<file path="config.mk">
export PLATFORM = sky130hd
export DESIGN_NAME = axis_line_packetizer_flat
export DESIGN_NICKNAME = d
export VERILOG_FILES = /design/src/rtl/axis_line_packetizer_pkg.sv /design/src/rtl/axis_line_packetizer_if.sv /design/src/rtl/axis_line_packetizer_pkt_hdr_serializer.sv /design/src/rtl/axis_line_packetizer.sv /design/src/flat_wrapper.sv
export SDC_FILE = /design/constraint.sdc
export NUM_CORES = 1
export LEC_CHECK = 0
export ABC_AREA = 1
export CAP_MARGIN = 20
export CORE_MARGIN = 5
export CORE_UTILIZATION = 55
export DETAILED_ROUTE_END_ITERATION = 6
export PLACE_DENSITY = 0.81
export SYNTH_ARGS = -nofsm -noshare
export SYNTH_HDL_FRONTEND = slang
export SYNTH_HIERARCHICAL = 1
export SYNTH_SLANG_ARGS = --single-unit
</file>
<file path="constraint.sdc">
create_clock -name clk -period 1.9 [get_ports clk]
set_input_delay 0.57 -clock clk [delete_from_list [all_inputs] [get_ports clk]]
set_output_delay 0.57 -clock clk [all_outputs]
set_load 0.05 [all_outputs]
</file>
<file path="src/rtl/axis_line_packetizer_pkg.sv">
// Shared definitions for the line packetizer: state encoding, header layout
// and the header field bundle handed to the serializer.
package axis_line_packetizer_pkg;

  localparam int         HDR_LEN       = 6;
  localparam logic [7:0] MAGIC_DEFAULT = 8'hA5;

  typedef enum logic [1:0] {
    ST_IDLE     = 2'd0,
    ST_HDR_WAIT = 2'd1,
    ST_HDR      = 2'd2,
    ST_PAY      = 2'd3
  } state_e;

  typedef logic [2:0] hdr_idx_t;

  // Header byte order (big-endian), shared with the host-side depacketizer.
  localparam hdr_idx_t HDR_IDX_MAGIC    = 3'd0;
  localparam hdr_idx_t HDR_IDX_FRAME_HI = 3'd1;
  localparam hdr_idx_t HDR_IDX_FRAME_LO = 3'd2;
  localparam hdr_idx_t HDR_IDX_LINE_HI  = 3'd3;
  localparam hdr_idx_t HDR_IDX_LINE_LO  = 3'd4;
  localparam hdr_idx_t HDR_IDX_FRAG     = 3'd5;
  localparam hdr_idx_t HDR_IDX_LAST     = 3'(HDR_LEN - 1);

  typedef struct packed {
    logic [15:0] frame_id;
    logic [15:0] line_id;
    logic [7:0]  frag;
  } hdr_fields_t;

endpackage

</file>
<file path="src/rtl/axis_line_packetizer_if.sv">
// 8-bit AXI-Stream bundle used on both sides of the packetizer.
// tuser marks end of frame on the pixel side; unused (driven 0) on the packet side.
interface axis_line_packetizer_if;
  logic [7:0] tdata;
  logic       tvalid;
  logic       tready;
  logic       tlast;
  logic       tuser;

  modport master (output tdata, output tvalid, output tlast, output tuser, input tready);
  modport slave  (input tdata, input tvalid, input tlast, input tuser, output tready);
endinterface

</file>
<file path="src/rtl/axis_line_packetizer_pkt_hdr_serializer.sv">
// Snapshots the frame/line/fragment counters when a header starts and
// presents header[hdr_idx] so the counters can move on during the packet.
module pkt_hdr_serializer
  import axis_line_packetizer_pkg::*;
#(
  parameter logic [7:0] MAGIC = MAGIC_DEFAULT
) (
  input  logic        clk,
  input  logic        rst,
  input  logic        load,
  input  hdr_fields_t fields_i,
  input  hdr_idx_t    hdr_idx,
  output logic [7:0]  hdr_byte
);

  hdr_fields_t fields_q, fields_d;

  // Capture the counters on HDR entry, hold them for the whole header.
  always_comb begin
    fields_d = fields_q;
    if (load) fields_d = fields_i;
  end

  // Snapshot register.
  always_ff @(posedge clk) begin
    if (rst) fields_q <= '0;
    else     fields_q <= fields_d;
  end

  // Header byte mux, big-endian counters.
  always_comb begin
    hdr_byte = 8'h00;
    case (hdr_idx)
      HDR_IDX_MAGIC:    hdr_byte = MAGIC;
      HDR_IDX_FRAME_HI: hdr_byte = fields_q.frame_id[15:8];
      HDR_IDX_FRAME_LO: hdr_byte = fields_q.frame_id[7:0];
      HDR_IDX_LINE_HI:  hdr_byte = fields_q.line_id[15:8];
      HDR_IDX_LINE_LO:  hdr_byte = fields_q.line_id[7:0];
      HDR_IDX_FRAG:     hdr_byte = fields_q.frag;
      default:          hdr_byte = 8'h00;
    endcase
  end

endmodule

</file>
<file path="src/rtl/axis_line_packetizer.sv">
// Pixel stream to UDP-payload packetizer: 6-byte header followed by up to
// MAX_PAYLOAD pixel bytes; long lines are split into numbered fragments.
//
// state    | meaning
// ---------+-----------------------------------------------------------
// IDLE     | not capturing; beats dropped while enabled until a tuser beat
// HDR_WAIT | between packets; waits for pixel data before starting a header
// HDR      | sending the 6 header bytes
// PAY      | combinational pass-through of pixel bytes until packet end
module axis_line_packetizer
  import axis_line_packetizer_pkg::*;
#(
  parameter int         MAX_PAYLOAD  = 1024,
  parameter int         IMAGE_HEIGHT = 600,
  parameter logic [7:0] MAGIC        = MAGIC_DEFAULT
) (
  input  logic clk,
  input  logic rst,
  input  logic enable,
  output logic busy,
  output logic overrun,
  axis_line_packetizer_if.slave  s_axis,
  axis_line_packetizer_if.master m_axis
);

  localparam int              CW       = $clog2(MAX_PAYLOAD + 1);
  localparam logic [CW-1:0]   CNT_LAST = CW'(MAX_PAYLOAD - 1);
  localparam logic [15:0]     HEIGHT_W = 16'(IMAGE_HEIGHT);

  state_e          state_q, state_d;
  logic [15:0]     frame_id_q, frame_id_d;
  logic [15:0]     line_id_q, line_id_d;
  logic [7:0]      frag_q, frag_d;
  logic [CW-1:0]   byte_cnt_q, byte_cnt_d;
  hdr_idx_t        hdr_idx_q, hdr_idx_d;
  logic            overrun_q, overrun_d;

  logic            load_hdr;
  logic            pay_last;
  logic [15:0]     line_inc;
  logic [7:0]      hdr_byte;
  hdr_fields_t     cur_fields;

  // A size split on the same byte as tlast/tuser is still just one packet end.
  assign pay_last   = s_axis.tlast | s_axis.tuser | (byte_cnt_q == CNT_LAST);
  assign line_inc   = line_id_q + 16'd1;
  assign cur_fields = {frame_id_q, line_id_q, frag_q};

  pkt_hdr_serializer #(.MAGIC(MAGIC)) u_hdr (
    .clk      (clk),
    .rst      (rst),
    .load     (load_hdr),
    .fields_i (cur_fields),
    .hdr_idx  (hdr_idx_q),
    .hdr_byte (hdr_byte)
  );

  // State and counter registers.
  always_ff @(posedge clk) begin
    if (rst) begin
      state_q    <= ST_IDLE;
      frame_id_q <= '0;
      line_id_q  <= '0;
      frag_q     <= '0;
      byte_cnt_q <= '0;
      hdr_idx_q  <= '0;
      overrun_q  <= 1'b0;
    end else begin
      state_q    <= state_d;
      frame_id_q <= frame_id_d;
      line_id_q  <= line_id_d;
      frag_q     <= frag_d;
      byte_cnt_q <= byte_cnt_d;
      hdr_idx_q  <= hdr_idx_d;
      overrun_q  <= overrun_d;
    end
  end

  // Next state and counter updates; packet-end rules take tuser first.
  always_comb begin
    state_d    = state_q;
    frame_id_d = frame_id_q;
    line_id_d  = line_id_q;
    frag_d     = frag_q;
    byte_cnt_d = byte_cnt_q;
    hdr_idx_d  = hdr_idx_q;
    overrun_d  = overrun_q;
    load_hdr   = 1'b0;
    case (state_q)
      ST_IDLE: begin
        if (enable && s_axis.tvalid && s_axis.tuser) begin
          state_d   = ST_HDR_WAIT;
          line_id_d = '0;
          frag_d    = '0;
        end
      end
      ST_HDR_WAIT: begin
        if (s_axis.tvalid) begin
          state_d   = ST_HDR;
          hdr_idx_d = '0;
          load_hdr  = 1'b1;
        end
      end
      ST_HDR: begin
        if (m_axis.tready) begin
          hdr_idx_d = hdr_idx_q + 3'd1;
          if (hdr_idx_q == HDR_IDX_LAST) begin
            state_d    = ST_PAY;
            byte_cnt_d = '0;
          end
        end
      end
      ST_PAY: begin
        if (s_axis.tvalid && m_axis.tready) begin
          byte_cnt_d = byte_cnt_q + CW'(1);
          if (pay_last) begin
            if (s_axis.tuser) begin
              frame_id_d = frame_id_q + 16'd1;
              line_id_d  = '0;
              frag_d     = '0;
              state_d    = enable ? ST_HDR_WAIT : ST_IDLE;
            end else if (s_axis.tlast) begin
              frag_d  = '0;
              state_d = ST_HDR_WAIT;
              if (line_inc == HEIGHT_W) begin
                overrun_d  = 1'b1;
                frame_id_d = frame_id_q + 16'd1;
                line_id_d  = '0;
              end else begin
                line_id_d = line_inc;
              end
            end else begin
              frag_d  = frag_q + 8'd1;
              state_d = ST_HDR_WAIT;
            end
          end
        end
      end
      default: state_d = ST_IDLE;
    endcase
  end

  // Handshake and data muxing per state.
  always_comb begin
    s_axis.tready = 1'b0;
    m_axis.tvalid = 1'b0;
    m_axis.tdata  = 8'h00;
    m_axis.tlast  = 1'b0;
    m_axis.tuser  = 1'b0;
    case (state_q)
      ST_IDLE: s_axis.tready = enable;
      ST_HDR: begin
        m_axis.tvalid = 1'b1;
        m_axis.tdata  = hdr_byte;
      end
      ST_PAY: begin
        s_axis.tready = m_axis.tready;
        m_axis.tvalid = s_axis.tvalid;
        m_axis.tdata  = s_axis.tdata;
        m_axis.tlast  = pay_last;
      end
      default: ;
    endcase
  end

  assign busy    = (state_q != ST_IDLE);
  assign overrun = overrun_q;

endmodule

</file>
<file path="src/flat_wrapper.sv">
// flat-port wrapper written by rule: the top's interface ports become plain ports
module axis_line_packetizer_flat import axis_line_packetizer_pkg::*;
#(
  parameter int         MAX_PAYLOAD  = 1024,
  parameter int         IMAGE_HEIGHT = 600,
  parameter logic [7:0] MAGIC        = MAGIC_DEFAULT
)
  (clk, rst, enable, busy, overrun, s_axis_tdata, s_axis_tvalid, s_axis_tlast, s_axis_tuser, s_axis_tready, m_axis_tdata, m_axis_tvalid, m_axis_tlast, m_axis_tuser, m_axis_tready);
  axis_line_packetizer_if s_axis_i ();
  axis_line_packetizer_if m_axis_i ();
  input  logic clk;
  input  logic rst;
  input  logic enable;
  output logic busy;
  output logic overrun;
  input wire logic [$bits(s_axis_i.tdata)-1:0] s_axis_tdata;
  input wire logic [$bits(s_axis_i.tvalid)-1:0] s_axis_tvalid;
  input wire logic [$bits(s_axis_i.tlast)-1:0] s_axis_tlast;
  input wire logic [$bits(s_axis_i.tuser)-1:0] s_axis_tuser;
  output wire logic [$bits(s_axis_i.tready)-1:0] s_axis_tready;
  output wire logic [$bits(m_axis_i.tdata)-1:0] m_axis_tdata;
  output wire logic [$bits(m_axis_i.tvalid)-1:0] m_axis_tvalid;
  output wire logic [$bits(m_axis_i.tlast)-1:0] m_axis_tlast;
  output wire logic [$bits(m_axis_i.tuser)-1:0] m_axis_tuser;
  input wire logic [$bits(m_axis_i.tready)-1:0] m_axis_tready;
  assign s_axis_i.tdata = s_axis_tdata;
  assign s_axis_i.tvalid = s_axis_tvalid;
  assign s_axis_i.tlast = s_axis_tlast;
  assign s_axis_i.tuser = s_axis_tuser;
  assign s_axis_tready = s_axis_i.tready;
  assign m_axis_tdata = m_axis_i.tdata;
  assign m_axis_tvalid = m_axis_i.tvalid;
  assign m_axis_tlast = m_axis_i.tlast;
  assign m_axis_tuser = m_axis_i.tuser;
  assign m_axis_i.tready = m_axis_tready;
  axis_line_packetizer #(.MAX_PAYLOAD(MAX_PAYLOAD), .IMAGE_HEIGHT(IMAGE_HEIGHT), .MAGIC(MAGIC)) u_core (.clk(clk), .rst(rst), .enable(enable), .busy(busy), .overrun(overrun), .s_axis(s_axis_i), .m_axis(m_axis_i));
endmodule
</file>
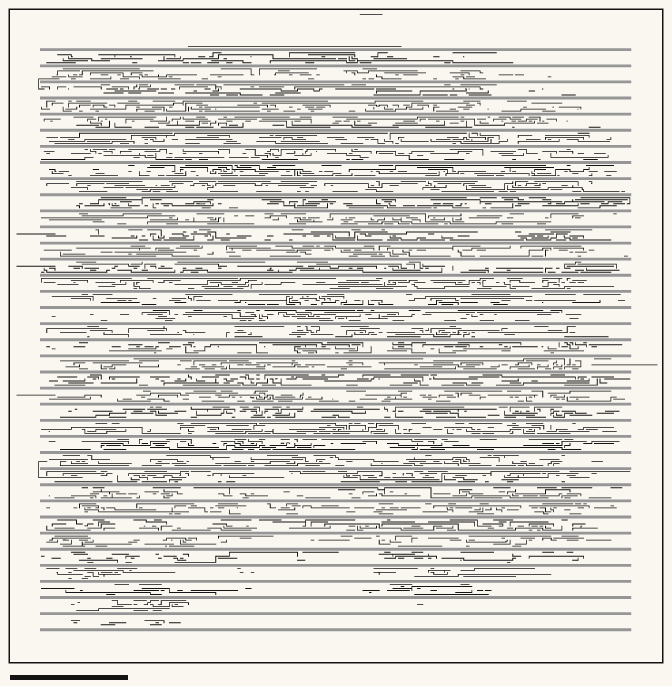
Figure 1: run 1, met1 routing.
Scale bar: 20 µm. Supply wires on this layer in grey.
903 nets have wire on it. The layer holds 36% of the routed length.

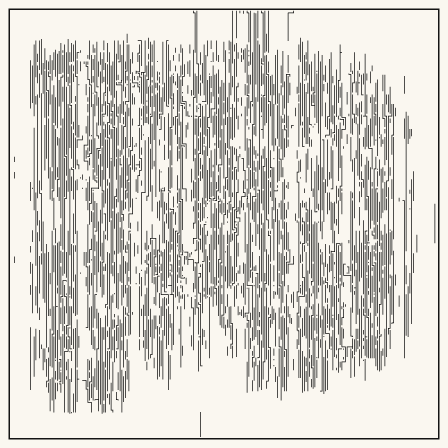
Figure 2: run 1, metal 2.
The layer holds 49% of the routed length. The layer carries 10200 µm of wire. 863 nets have wire on it. The longest straight run is 43.5 µm. The wires run mostly vertical.

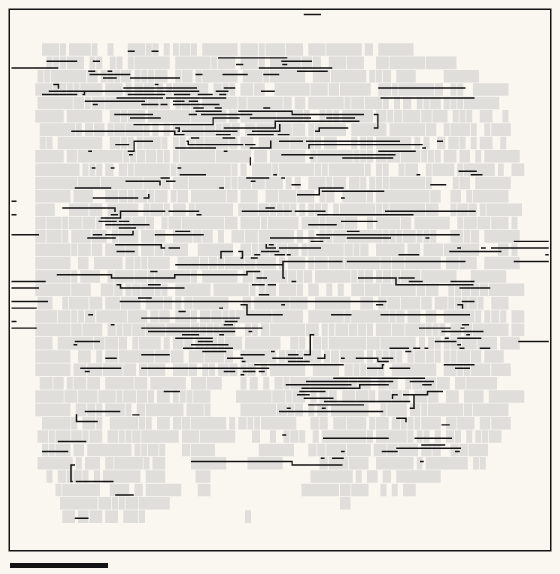
Figure 3: run 1, M3 wires.
Scale bar: 20 µm.
The layer carries 1780 µm of wire. The layer holds 8.6% of the routed length. The wires run mostly horizontal. The longest straight run is 54.1 µm. 180 nets have wire on it.
total number of vias: 6620
overall routed net length: 20700 µm
global routing usage on met3: 0.0664

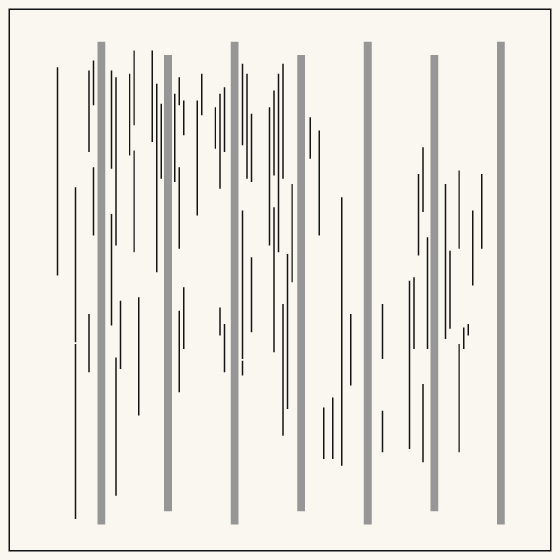
Figure 4: run 1, signal wires on met4.
Supply wires on this layer in grey.
The layer carries 1270 µm of wire. 62 nets have wire on it. The wires run mostly vertical.

==> README.md, run 1 <==
| Stage | Item | Value |
| --- | --- | --- |
| status | Status | finished, violations left |
| status | Violated checks | setup timing |
| clock network | Clock network latency to the later pin of the worst-skew pair | 370 ps |
| drt | WL per Instance | 19.3 µm |
| synth | Yosys cell count | 821 |
| floorplan | Area of the chip | 0.0121 mm² |
| power and ir drop | Reported net switching power | 3.61 mW |
| finish | Antenna Cells | 0 |
| synth | Mean instance size in the synthesized netlist | 6.71 µm² |
| power and ir drop | Clock distribution power | 1.50 mW |
| run | Max Cap Violations | 0 |
| clock network | Number of sinks on the clock net | 97 |
| finish | Non-clock buffer count | 142 |
| final timing | Final hold violations | 0 |
| final timing | PnR worst setup slack | -450 ps |
| finish | Number of nets at the end of the flow | 962 |
| finish | CLK BUF | 10 |
| final timing | Number of slew-limit violations in the final report | 0 |
| placement | Placed Cells incl. Taps | 1015 |
| synth | Synth Warn # | 6 |
| synth | Flip-flop and latch count after synthesis | 97 |
| grt | Global-route wire length before repair | 29300 µm |
| power and ir drop | Flop+latch power | 2.49 mW |
| placement | HPWL after detailed placement | 10800 µm |
| synth | Top flip-flop cell by instance count after synthesis | dfxtp_1 |
| clock network | Count of instances resized after the clock tree is built | 132 |
| synth | Async set-reset flop share out of synthesis | 0 |
| grt | Antenna violations before repair | 0 |
| grt | Sum of overflow across all layers after global routing | 0 |
| finish | Most used cells in the layout excluding fill and tap cells | nand2_1, inv_1, nor2_1 |
| floorplan | Effective utilization at floorplan | 0.563 |
| finish | Relative area of non-clock buffer cells in the final design | 0.189 |
| synth | Portion of the post-synthesis area used by sequential elements | 0.353 |
| power and ir drop | Clk pwr share | 0.171 |
| synth | Biggest area cells | dfxtp_1, nand2_1, nor2_1 |
| clock network | Inserted Clock Buffers | 9 |
| drt | Met2 layer wire length in the routed design | 10200 µm |
| clock network | Maximum clock insertion buffer count | 2 |
| final timing | Post-route clock period utilization | 1.24 |
| final timing | RSZ-0062 raised after global routing | yes |
| power and ir drop | Leakage | 3.09 nW |
| synth | Simple-gate area share of the yosys netlist | 0.369 |
| final timing | Final setup violating endpoints | 39 |
| synth | Share of the synthesized netlist area taken by xor and xnor gates | 0.0127 |
| power and ir drop | Largest power group | combinational logic |
| floorplan | N_taps | 133 |
[run 1: final timing paths]
check                           start                    to  cells after the start
hold reg to reg        u_core/overrun        u_core/overrun                      2
setup reg to reg  u_core/hdr_idx_q[0]  u_core/byte_cnt_q[9]                     14
hold / removal         u_core/overrun        u_core/overrun                      2
setup / recovery  u_core/hdr_idx_q[0]       m_axis_tdata[7]                      8
[run 1: critical path, stage by stage (launching register included)]
cell     delay (ps)
dfxtp_4         370
buf_4           140
nor2_4          220
nand3_1         140
nand2_1         100
inv_1            60
nand3_2          90
a22o_2          160
buf_12          130
[run 1: per-layer routing]
layer  vias to the layer above  GRT usage
met5                         -          0
met4                         0      0.150
met3                       150     0.0664
met2                       458      0.526
met1                      3096      0.360
li1                       2916          -
Figure 5. Clock routing (run 1).
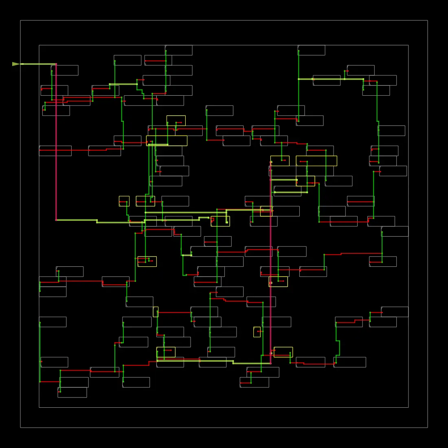

--- run 2 (diff from run 1) ---
--- a/config.mk
+++ b/config.mk
@@ -7,7 +7,6 @@
 export LEC_CHECK = 0
 export ABC_AREA = 1
 export CAP_MARGIN = 20
-export CORE_MARGIN = 5
 export CORE_UTILIZATION = 55
 export DETAILED_ROUTE_END_ITERATION = 6
 export PLACE_DENSITY = 0.81
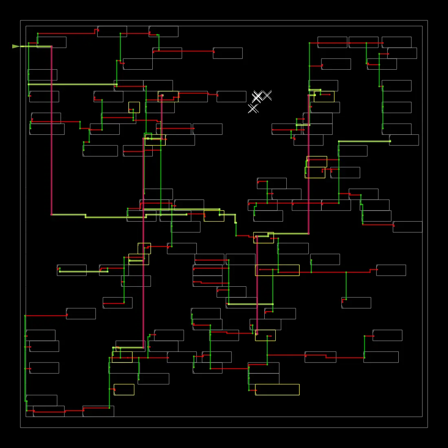
Figure 6: run 2, clock routing.
layout sequential cell count: 97
CLK BUF: 11
number of sinks on the clock net: 97
clock distribution power: 1.56 mW

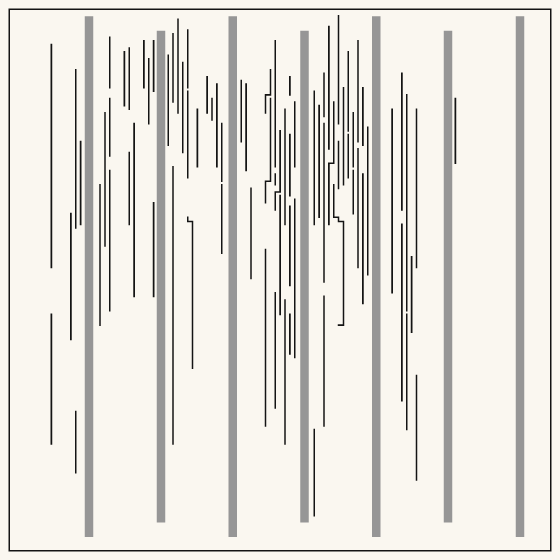
Figure 7: run 2, signal wires on met4.
Supply wires on this layer in grey.
The wires run mostly vertical. The layer holds 7.2% of the routed length.

==> README.md, run 2 <==
| Stage | Item | Value |
| --- | --- | --- |
| worst hold path | Hold EP | u_core/u_hdr/fields_q[17] |
| final timing | Number of slew-limit violations in the final report | 0 |
| power and ir drop | Leakage | 3.07 nW |
| worst setup path | Crit path top cell by count | buf_6 |
| finish | Combined flip-flop and latch cell area | 0.00198 mm² |
| grt | Sum of overflow across all layers after global routing | 0 |
| grt | Global routing usage on met3 | 0.0691 |
| worst hold path | Worst hold path startpoint | u_core/u_hdr/fields_q[17] |
| floorplan | Area of the chip | 0.0104 mm² |
| synth | Yosys cell count | 821 |
| power and ir drop | Flop+latch power | 2.46 mW |
| grt | Busiest layer in global routing | met2 |
| power and ir drop | Share of total power in sequential cells | 0.288 |
| final timing | Total negative slack | -8950 ps |
| synth | Most common library cells after synthesis | nand2_1, nor2_1, inv_1, dfxtp_1, a21oi_1 |
| drt | Via density per instance | 6.25 |
| grt | Largest net degree at the start of global routing | 42 |
| worst setup path | Worst setup startpoint | u_core/hdr_idx_q[0] |
| synth | Flip-flop and latch count after synthesis | 97 |
| synth | Mean instance size in the synthesized netlist | 6.71 µm² |
| drt | Met3 WL | 2090 µm |
| clock network | Clock network latency to the later pin of the worst-skew pair | 390 ps |
| drt | Total number of vias | 6732 |
| drt | Final ANT Viol Nets | 0 |
| synth | Top flip-flop cell by instance count after synthesis | dfxtp_1 |
| synth | Cell area after technology mapping | 0.00551 mm² |
| synth | Synth Warn # | 6 |
| run | Max Cap Violations | 0 |
| worst setup path | Worst setup EP type | output pin |
| grt | M1 GR Usage | 0.428 |
| final timing | PnR worst setup slack | -498 ps |
| finish | Most used cells in the layout excluding fill and tap cells | nand2_1, buf_4, inv_1 |
| synth | Portion of the post-synthesis area used by sequential elements | 0.353 |
| floorplan | Effective utilization at floorplan | 0.566 |
| synth | Cell variety after synth | 45 |
| finish | Share of cells above drive strength 1 | 0.356 |
| floorplan | I/O pin total | 29 |
| worst setup path | Kind of cell adding the most delay to the critical path | simple AND/OR/NAND/NOR gates |
| grt | Global-route wire length before repair | 29100 µm |
| synth | Post-synthesis cell type with the largest combined area | dfxtp_1 |
| clock network | Maximum clock insertion buffer count | 2 |
| finish | Number of nets at the end of the flow | 966 |
| worst setup path | Critical path buffers and inverters | 3 |
| drt | Overall routed net length | 21400 µm |
| drt | Number of detailed-route iterations in the first pass | 7 |
| drt | WL per Instance | 19.8 µm |
| final timing | Final hold violations | 0 |
| status | Status | finished, violations left |
| grt | Met2 Track Usage GR | 0.592 |
| power and ir drop | Largest power group | combinational logic |
| grt | Combined global-route utilization of all metal layers | 0.359 |
| final timing | Post-route clock period utilization | 1.26 |
| worst setup path | Cell chain of the critical path | buf_6 -> buf_6 -> nand4_1 -> nand2_1 -> nor2_2 -> nand2_2 -> a22o_2 -> buf_12 |
| drt | Met2 layer wire length in the routed design | 10000 µm |
| synth | Async set-reset flop share out of synthesis | 0 |
| power and ir drop | Largest vdd supply drop | 1.30 mV |
| worst setup path | Logic depth of the worst register-to-register path | 15 |
| worst setup path | Stages on worst setup path | 8 |
| placement | Placed Cells incl. Taps | 1026 |
| worst setup path | R2R Path End | u_core/byte_cnt_q[4] |
| worst setup path | Worst path required time | 1330 ps |
| floorplan | Die y size | 102 µm |
| drt | Number of remaining DRC errors | 20 |
| clock network | Inserted Clock Buffers | 9 |
| worst setup path | Critical Path Max Stage Delay | 380 ps |
| final timing | Final setup violating endpoints | 47 |
| power and ir drop | Power Dens Cells | 1080 mW/mm² |
| placement | HPWL after detailed placement | 11100 µm |
| floorplan | Area inside the core boundary | 0.00973 mm² |
| synth | Biggest area cells | dfxtp_1, nand2_1, nor2_1 |
| power and ir drop | Clk pwr share | 0.182 |
| final timing | RSZ-0062 raised after global routing | yes |
| worst hold path | Worst hold path depth | 2 |
| drt | Top routing layer in use | met4 |
| grt | Antenna violations before repair | 0 |
| worst setup path | Cell at the slowest stage of the critical path | dfxtp_4 |
| grt | Number of global-route vias before repair | 6228 |
| worst setup path | Startpoint-to-endpoint class of the critical path | reg -> out |
| synth | Synth Instances | 821 |
| synth | Proportion of netlist area held by the largest area contributor | 0.353 |
| worst setup path | Endpoint of the worst setup timing path | m_axis_tdata[6] |
| finish | Signed area change from the synthesized netlist to the final layout | 43.5% |
| finish | Filler cell count | 553 |
| power and ir drop | Reported net switching power | 3.50 mW |
| finish | Antenna Cells | 0 |
| worst setup path | Reg-to-reg critical path startpoint | u_core/hdr_idx_q[1] |
| status | Violated checks | DRC, setup timing |
run 2: timing repair:
item                                    4_1_cts  5_1_grt
gates resized                               102      118
buffers inserted                             24       14
endpoints found under the hold margin         0        0
endpoints found under the setup margin       54       68
hold buffers                                  0        0
pin swaps                                    62       64
gates cloned                                  5        0
run 2: kinds of logic after synthesis:
family	count (synthesis)	share of synthesized area
xor gates and xnor gates	8	0.0127
and+or+nand+nor	439	0.369
buffers and inverters	146	0.112
adders and majority gates	11	0.0250
DFF	97	0.353
other	1	0.000681
AOI/OAI and AO/OA	119	0.128
run 2: cell type report:
cell class / instances / share of cell area
tap: 133 / 0.0211
clock buffer: 11 / 0.0192
sequential: 97 / 0.250
clock inverter: 4 / 0.00966
multi-input combinational: 578 / 0.457
inverter: 108 / 0.0538
timing repair buffer: 146 / 0.190
Power and IR drop assume default switching activity.
